[src/rtl/pll_drp_pkg.sv]
// Shared DRP definitions for the PLL DRP responder and sequencer.
package pll_drp_pkg;

  localparam int unsigned DRP_ADDR_W = 5;
  localparam int unsigned DRP_DATA_W = 16;

  typedef enum logic [1:0] {
    IDLE = 2'd0,
    BUSY = 2'd1,
    RESP = 2'd2
  } drp_state_e;

endpackage

[src/rtl/pll_drp_regbank.sv]
// DRP register bank: synchronous write, asynchronous read, cleared by reset.
module pll_drp_regbank
  import pll_drp_pkg::*;
#(
  parameter int unsigned ADDR_W = DRP_ADDR_W,
  parameter int unsigned DATA_W = DRP_DATA_W
) (
  input  logic              clk_sys_i,
  input  logic              rst_n_i,
  input  logic              we_i,
  input  logic [ADDR_W-1:0] addr_i,
  input  logic [DATA_W-1:0] wdata_i,
  output logic [DATA_W-1:0] rdata_c
);

  localparam int unsigned DEPTH = 2 ** ADDR_W;

  logic [DATA_W-1:0] mem_q [DEPTH];

  always_ff @(posedge clk_sys_i or negedge rst_n_i) begin
    if (!rst_n_i) begin
      for (int unsigned i = 0; i < DEPTH; i++) mem_q[i] <= '0;
    end else if (we_i) begin
      mem_q[addr_i] <= wdata_i;
    end
  end

  assign rdata_c = mem_q[addr_i];

endmodule

[src/rtl/pll_drp_responder.sv]
// PLL DRP responder: register bank behind a fixed-latency DRP handshake,
// plus a lock model and sticky protocol-error flag.
module pll_drp_responder
  import pll_drp_pkg::*;
#(
  parameter int unsigned ADDR_W       = DRP_ADDR_W,
  parameter int unsigned DATA_W       = DRP_DATA_W,
  parameter int unsigned DRDY_LATENCY = 3,
  parameter int unsigned LOCK_DELAY   = 64
) (
  input  logic              clk_sys_i,
  input  logic              rst_n_i,
  input  logic              drp_den_i,
  input  logic              drp_dwe_i,
  input  logic [ADDR_W-1:0] drp_daddr_i,
  input  logic [DATA_W-1:0] drp_di_i,
  output logic [DATA_W-1:0] drp_do_o,
  output logic              drp_drdy_o,
  input  logic              pll_rst_i,
  output logic              pll_locked_o,
  output logic              err_o,
  input  logic              err_clr_i,
  output logic [7:0]        wr_count_o
);

  localparam int unsigned LAT_W  = 4;
  localparam int unsigned LOCK_W = 8;
  localparam int unsigned WCNT_W = 8;
  localparam logic [LAT_W-1:0]  LAT_LOAD  = LAT_W'(DRDY_LATENCY - 1);
  localparam logic [LOCK_W-1:0] LOCK_LAST = LOCK_W'(LOCK_DELAY - 1);

  drp_state_e        state_q, state_d;
  logic [LAT_W-1:0]  lat_q, lat_d;
  logic [ADDR_W-1:0] addr_q, addr_d;
  logic              we_q, we_d;
  logic [DATA_W-1:0] di_q, di_d;
  logic              commit_wr_c;
  logic              proto_err_c;
  logic [ADDR_W-1:0] bank_addr_c;
  logic [DATA_W-1:0] bank_rdata_c;
  logic [LOCK_W-1:0] lock_cnt_q;

  // State and request latch
  always_ff @(posedge clk_sys_i or negedge rst_n_i) begin
    if (!rst_n_i) begin
      state_q <= IDLE;
      lat_q   <= '0;
      addr_q  <= '0;
      we_q    <= 1'b0;
      di_q    <= '0;
    end else begin
      state_q <= state_d;
      lat_q   <= lat_d;
      addr_q  <= addr_d;
      we_q    <= we_d;
      di_q    <= di_d;
    end
  end

  // Next state; DEN outside IDLE is dropped and flagged
  always_comb begin
    state_d     = state_q;
    lat_d       = lat_q;
    addr_d      = addr_q;
    we_d        = we_q;
    di_d        = di_q;
    commit_wr_c = 1'b0;
    proto_err_c = 1'b0;
    unique case (state_q)
      IDLE: begin
        if (drp_den_i) begin
          addr_d = drp_daddr_i;
          we_d   = drp_dwe_i;
          di_d   = drp_di_i;
          if (DRDY_LATENCY == 1) begin
            state_d = RESP;
          end else begin
            lat_d   = LAT_LOAD;
            state_d = BUSY;
          end
        end
      end
      BUSY: begin
        proto_err_c = drp_den_i;
        lat_d       = lat_q - LAT_W'(1);
        if (lat_q == LAT_W'(1)) state_d = RESP;
      end
      RESP: begin
        proto_err_c = drp_den_i;
        commit_wr_c = we_q;
        state_d     = IDLE;
      end
      default: state_d = IDLE;
    endcase
  end

  // Single bank port: new request address in IDLE, latched address otherwise
  assign bank_addr_c = (state_q == IDLE) ? drp_daddr_i : addr_q;

  pll_drp_regbank #(
    .ADDR_W (ADDR_W),
    .DATA_W (DATA_W)
  ) u_regbank (
    .clk_sys_i (clk_sys_i),
    .rst_n_i   (rst_n_i),
    .we_i      (commit_wr_c),
    .addr_i    (bank_addr_c),
    .wdata_i   (di_q),
    .rdata_c   (bank_rdata_c)
  );

  // Response, write counter and sticky error; read data is captured before the write lands
  always_ff @(posedge clk_sys_i or negedge rst_n_i) begin
    if (!rst_n_i) begin
      drp_drdy_o <= 1'b0;
      drp_do_o   <= '0;
      wr_count_o <= '0;
      err_o      <= 1'b0;
    end else begin
      drp_drdy_o <= (state_d == RESP);
      if (state_d == RESP) drp_do_o <= bank_rdata_c;
      if (commit_wr_c) wr_count_o <= wr_count_o + WCNT_W'(1);
      if (proto_err_c || (commit_wr_c && !pll_rst_i)) err_o <= 1'b1;
      else if (err_clr_i)                             err_o <= 1'b0;
    end
  end

  // Lock model: a write without PLL reset is treated as losing lock
  always_ff @(posedge clk_sys_i or negedge rst_n_i) begin
    if (!rst_n_i) begin
      lock_cnt_q   <= '0;
      pll_locked_o <= 1'b0;
    end else if (pll_rst_i || commit_wr_c) begin
      lock_cnt_q   <= '0;
      pll_locked_o <= 1'b0;
    end else if (!pll_locked_o) begin
      if (lock_cnt_q == LOCK_LAST) pll_locked_o <= 1'b1;
      else                         lock_cnt_q   <= lock_cnt_q + LOCK_W'(1);
    end
  end

endmodule

[config.mk]
export PLATFORM = sky130hd
export DESIGN_NAME = pll_drp_responder
export DESIGN_NICKNAME = d
export VERILOG_FILES = /design/src/rtl/pll_drp_pkg.sv /design/src/rtl/pll_drp_regbank.sv /design/src/rtl/pll_drp_responder.sv
export SDC_FILE = /design/constraint.sdc
export NUM_CORES = 1
export LEC_CHECK = 0
export ABC_AREA = 1
export CORE_ASPECT_RATIO = 0.8
export CORE_MARGIN = 2
export CORE_UTILIZATION = 30
export DETAILED_ROUTE_END_ITERATION = 10
export SYNTH_ARGS = -nofsm -noshare
export SYNTH_HDL_FRONTEND = slang
export SYNTH_SLANG_ARGS = --single-unit
[constraint.sdc]
create_clock -name clk_sys_i -period 2.55 [get_ports clk_sys_i]
set_input_delay 0.3825 -clock clk_sys_i [delete_from_list [all_inputs] [get_ports clk_sys_i]]
set_output_delay 0.3825 -clock clk_sys_i [all_outputs]
set_load 0.05 [all_outputs]
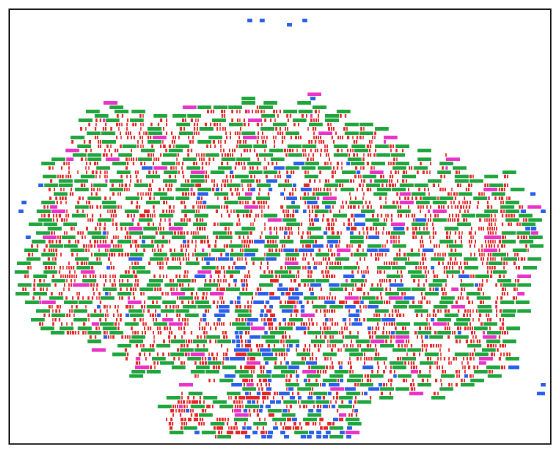
**Above:** run 1 (placed cells, one color a class).
Key: blue = remaining buffers and delay cells [cells 230]; red = combinational and other logic [cells 2711]; magenta = clock drivers and dummy loads [cells 102]; green = sequential cells [cells 575]

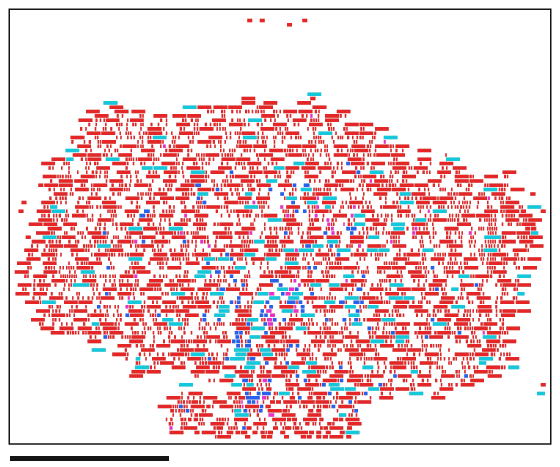
**Above:** run 1 (sizing map).
Bar = 100 um.
Key: blue = _3 and _4 cells [cells 130, share 3.6%, most used buf_4]; red = _0 and _1 cells [cells 3286, share 91%, most used nand2_1]; magenta = _2 cells [cells 55, share 1.5%, most used or2_2]; cyan = _6 and larger [cells 147, share 4.1%]

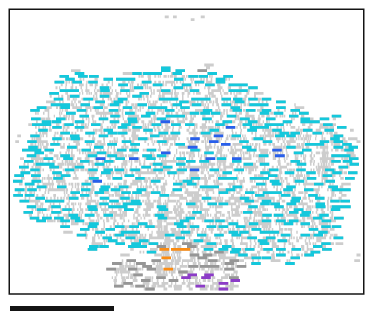
**Above:** run 1 (register map, names as in the netlist).
Bar = 100 um. Other sequential cells in the stronger gray, the rest of the logic in the fainter gray.
Key: purple = wr_count_o [flops 8, where bottom middle]; cyan = u_regbank.mem_q [flops 512]; orange = addr_q [flops 5, where bottom middle]; blue = drp_do_o [flops 16]
Another 34 sequential cells are not colored.
flop share of the area: 44.82%
post-layout util: 36.06%
Seq group: 0.0129 W

==> impl_metrics.json, run 1 <==
{
  "path_clk_slew_ns": 0.07,
  "drt_iter0_drc": 2396,
  "maxPowerGroup": "combinational logic",
  "syn_avg_cell_area_um2": 7.572,
  "regToRegEndpoint": "drp_do_o[8]",
  "power_switching_w": 0.01538,
  "crit_fanout": 2,
  "final_common_cell": "nand2_1",
  "synth-seq-cells": 575,
  "synthTopLogicFamily": "simple AND/OR/NAND/NOR gates",
  "top_cell": "nand2_1",
  "path_buffers": 1,
  "setup_violations": 0,
  "routed-wl-met2_mm": 36.91,
  "grt_start_max_net_pins": 95,
  "drv_slew": 0,
  "seqPwrFrac_pct": 35.3,
  "hpwl_mm": 54.83,
  "syn2layout_area_growth_pct": 19.41,
  "ant_nets": 0,
  "critical_path.cell_chain": "clkdlybuf4s50_1",
  "drive_gt1_share_pct": 9.176,
  "root_buffer": "clkbuf_16",
  "largest_reg_flops": 512,
  "edf_count": 0,
  "crit_path_start": "drp_do_o[8]",
  "logic_gates": 2633,
  "status": "finished clean",
  "cts.path.max_buffers": 3,
  "die_area_um2": 92050,
  "antenna_found_initial": 3,
  "gr-usage-met2_pct": 27.49,
  "io_buffers": 53,
  "fmax_mhz": 410.7,
  "power_per_cell_area_nw_per_um2": 1138,
  "async_flop_share_pct": 100.0,
  "fillCellCount": 9309,
  "timing.slew.headroom_pct": 53.04,
  "rr_worst_depth": 16,
  "vias_per_cell": 4.870,
  "cts_sinks": 575,
  "cp.depth": 1,
  "synthTopCellsByArea": "dfrtp_1, nand2_1, o21ai_0, nand3_1, clkbuf_1",
  "pg_clk_w": 0.00858,
  "ff_type": "dfrtp_1",
  "holdWs_ns": 0.2217,
  "cp.required_ns": 2.17,
  "grtUsageMet3_pct": 4.223,
  "endpoint_kind": "primary output",
  "hold_path_class": "in -> async",
  "combPwrFrac_pct": 41.2,
  "first_global_vias": 22094,
  "post-route-period-util_pct": 95.48,
  "swShare_pct": 42.10,
  "period_minus_slack_ns": 2.435,
  "route.met3.wl_mm": 7.206,
  "drt-met1-wl_mm": 41.00,
  "yosys.area_share.simple_pct": 30.13,
  "initCoreUtil_pct": 30.20,
  "ys_sh_xor_pct": 0.3257,
  "p_clk_share_pct": 23.5,
  "final_layout_top_logic_cells": "nand2_1, dfrtp_1, o21ai_0",
  "seq_cell_count": 575,
  "post_cts_buffers": 2,
  "n_antenna_cell": 0,
  "buffers_excl_clock": 230,
  "rsz0062_at_grt": "false"
}
==> inputs of run 2 (changes only) <==
- CORE_UTILIZATION: 30 -> 50
- PLACE_DENSITY: default -> 0.66
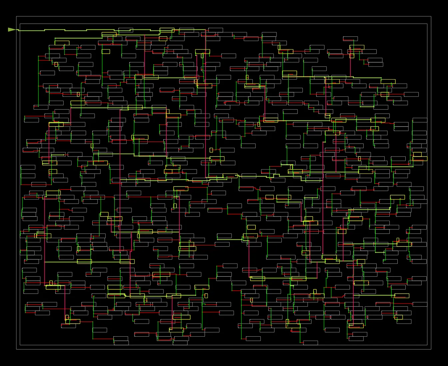
**Above:** run 2 (the clock network).
Sink Count: 575
total clock buffers created by CTS: 58
latest clock arrival within the worst-skew pair: 0.63 ns
Clock Skew: 0.02073 ns
registers: 575

==> run 2 against run 1 <==
Effect of this change: core utilization increased by 23 points; combinational power decreased by 6%; register-to-register slack worse by 0.02 ns; non-clock buffer count shrank 24; sequential share of layout area increased by 1.2 points; die size is 40% lower; maximum frequency fell by 0.28%; area after synthesis stayed put; setup slack got worse by 0.0067 ns; cell count shrank 11%; global-route usage rose by 11 points; first-iteration DRC count up 19%; largest cell class unchanged.
==> impl_metrics.json, run 2 <==
{
  "status": "finished clean",
  "drt-met1-wl_mm": 37.02,
  "cts.path.max_buffers": 3,
  "regToRegEndpoint": "u_regbank.mem_q[233]",
  "root_buffer": "clkbuf_16",
  "n_antenna_cell": 0,
  "cp.depth": 13,
  "holdWs_ns": 0.3228,
  "synthTopCellsByArea": "dfrtp_1, nand2_1, o21ai_0, nand3_1, clkbuf_1",
  "power_per_cell_area_nw_per_um2": 1146,
  "swShare_pct": 41.69,
  "pg_seq_w": 0.0129,
  "initCoreUtil_pct": 50.98,
  "rr_worst_depth": 13,
  "path_buffers": 6,
  "seq_share_pct": 46.03,
  "yosys.area_share.simple_pct": 30.13,
  "fmax_mhz": 409.6,
  "cp.required_ns": 3.01,
  "endpoint_kind": "flop",
  "buffers_excl_clock": 206,
  "syn2layout_area_growth_pct": 16.26,
  "first_global_vias": 22629,
  "hpwl_mm": 52.74,
  "io_buffers": 53,
  "async_flop_share_pct": 100.0,
  "crit_path_start_kind": "flop",
  "logic_gates": 2633,
  "routed-wl-met2_mm": 35.87,
  "route.met3.wl_mm": 7.536,
  "ant_nets": 0,
  "synthTopLogicFamily": "simple AND/OR/NAND/NOR gates",
  "timing.slew.headroom_pct": 43.51,
  "ys_sh_xor_pct": 0.3257,
  "final_common_cell": "nand2_1",
  "tap_cells": 693,
  "critical_path.cell_chain": "inv_2 -> ha_4 -> inv_2 -> buf_4 -> nand2_1 -> nand2_4 -> buf_12 -> nor3_2 -> buf_4 -> nand2_1 -> buf_4 -> nand2_1 -> o21ai_0",
  "fillCellCount": 4647,
  "crit_path_start": "state_q[1]",
  "io_pins": 54,
  "ff_type": "dfrtp_1",
  "maxPowerGroup": "combinational logic",
  "period_minus_slack_ns": 2.441,
  "critPathArrivalTime_ns": 2.91,
  "gr-usage-met2_pct": 45.37,
  "route.vias.total": 24032,
  "path_clk_slew_ns": 0.06,
  "drv_slew": 0,
  "final_layout_top_logic_cells": "nand2_1, dfrtp_1, o21ai_0",
  "grtUsageMet3_pct": 4.944,
  "synth-seq-cells": 575,
  "antenna_found_initial": 0,
  "grt_start_max_net_pins": 70,
  "seqPwrFrac_pct": 36.0,
  "post_cts_buffers": 0,
  "crit_fanout": 34,
  "rsz0062_at_grt": "true",
  "setup_violations": 0,
  "syn_avg_cell_area_um2": 7.572,
  "post-route-period-util_pct": 95.74
}
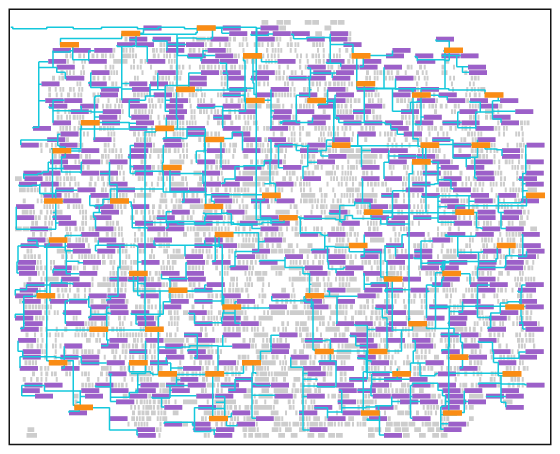
**Above:** run 2 (routed clock nets over the placement).
Key: cyan = clock wires [length 7060 um]; orange = clock drivers [count 58]; purple = flip-flops [count 575]
There are 59 routed clock nets. Position of the flops: all over the die.
Clk network pwr share: 24.3%
clk pwr: 0.00871 W

==> inputs of run 3 (changes only) <==
- ABC_CLOCK_PERIOD_IN_PS: default -> 2550
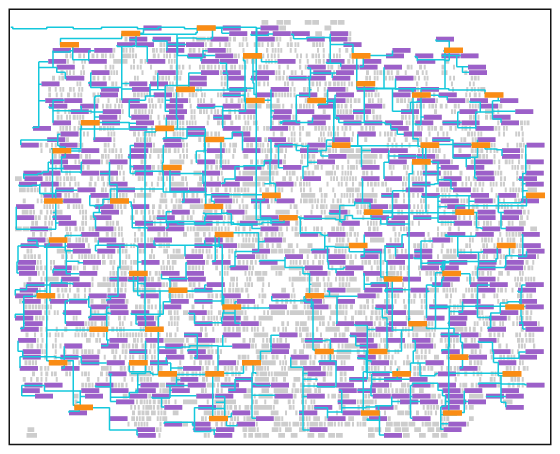
**Above:** run 3 (routed clock nets over the placement).
Key: cyan = clock wires [length 7060 um]; purple = flip-flops [count 575]; orange = clock drivers [count 58]
Position of the flops: all over the die. There are 59 routed clock nets.

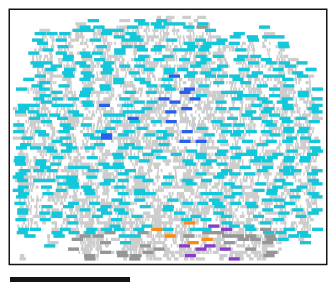
**Above:** run 3 (register map, names as in the netlist).
Bar = 100 um. Other sequential cells in the stronger gray, the rest of the logic in the fainter gray.
Key: orange = addr_q [flops 5, where bottom middle]; purple = wr_count_o [flops 8]; blue = drp_do_o [flops 16, where middle]; cyan = u_regbank.mem_q [flops 512, where all over the die]
Another 34 sequential cells are not colored.
post-layout util: 59.27%
flop share of the area: 46.03%
FF/Latch Area: 14390 um2

==> run 3 against run 2 <==
Effect of this change: synthesized cell count unchanged; combinational power is essentially flat; setup slack unchanged; power is the same; sequential share of layout area stayed put; via count unchanged; largest power group unchanged.
==> impl_metrics.json, run 3 <==
{
  "status": "finished clean",
  "fmax_mhz": 409.6,
  "syn2layout_area_growth_pct": 16.26,
  "routed-wl-met2_mm": 35.87,
  "buffers_excl_clock": 206,
  "initCoreUtil_pct": 50.98,
  "hold_path_class": "in -> async",
  "post-route-period-util_pct": 95.74,
  "p_clk_share_pct": 24.3,
  "grt_start_max_net_pins": 70,
  "io_buffers": 53,
  "drv_slew": 0,
  "regToRegEndpoint": "u_regbank.mem_q[233]",
  "rsz0062_at_grt": "true",
  "critical_path.cell_chain": "inv_2 -> ha_4 -> inv_2 -> buf_4 -> nand2_1 -> nand2_4 -> buf_12 -> nor3_2 -> buf_4 -> nand2_1 -> buf_4 -> nand2_1 -> o21ai_0",
  "synthTopLogicFamily": "simple AND/OR/NAND/NOR gates",
  "vias_per_cell": 5.601,
  "period_minus_slack_ns": 2.441,
  "fin_cells": 4291,
  "hpwl_mm": 52.74,
  "cts_resized": 5,
  "route.vias.total": 24032,
  "timing.slew.headroom_pct": 43.51,
  "fillCellCount": 4647,
  "power_switching_w": 0.01494,
  "synthTopCellsByArea": "dfrtp_1, nand2_1, o21ai_0, nand3_1, clkbuf_1",
  "crit_fanout": 34,
  "first_global_vias": 22629,
  "setup_violations": 0,
  "worstSkewPairLatency_ns": 0.63,
  "p_total_w": 0.03584,
  "crit_path_start": "state_q[1]",
  "cp.required_ns": 3.01,
  "swShare_pct": 41.69,
  "ff_type": "dfrtp_1",
  "yosys.area_share.simple_pct": 30.13,
  "pg_clk_w": 0.00871,
  "logic_gates": 2633,
  "pg_seq_w": 0.0129,
  "endpoint_kind": "flop",
  "warning_count": 31,
  "rr_worst_depth": 13,
  "largest_reg_flops": 512,
  "maxPowerGroup": "combinational logic",
  "path_clk_slew_ns": 0.06,
  "io_pins": 54,
  "area_share_nonclk_buffers_pct": 7.881,
  "seq_cell_count": 575,
  "dpl-instance-area_um2": 29150,
  "dp.cells": 4183,
  "skew_ns": 0.02073,
  "crit_path_start_kind": "flop",
  "drt-met1-wl_mm": 37.02,
  "cts.path.max_buffers": 3,
  "power_per_cell_area_nw_per_um2": 1146,
  "antenna_found_initial": 0,
  "ys_sh_xor_pct": 0.3257,
  "die_area_um2": 55660,
  "n_antenna_cell": 0,
  "grtUsageMet3_pct": 4.944,
  "drive_gt1_share_pct": 8.505,
  "final_layout_top_logic_cells": "nand2_1, dfrtp_1, o21ai_0",
  "numCtsBuffers": 58,
  "top_cell": "nand2_1",
  "syn_nets": 3585,
  "edf_count": 0,
  "syn_avg_cell_area_um2": 7.572,
  "drt_iter0_drc": 2853,
  "root_buffer": "clkbuf_16",
  "cp.depth": 13,
  "synth-seq-cells": 575,
  "route.met3.wl_mm": 7.536,
  "ant_nets": 0,
  "cts_sinks": 575,
  "tap_cells": 693,
  "path_buffers": 6,
  "critPathArrivalTime_ns": 2.91,
  "gr-usage-met2_pct": 45.37,
  "holdWs_ns": 0.3228,
  "final_common_cell": "nand2_1"
}
No activity file was given, so power comes from the tool's default toggle rates.
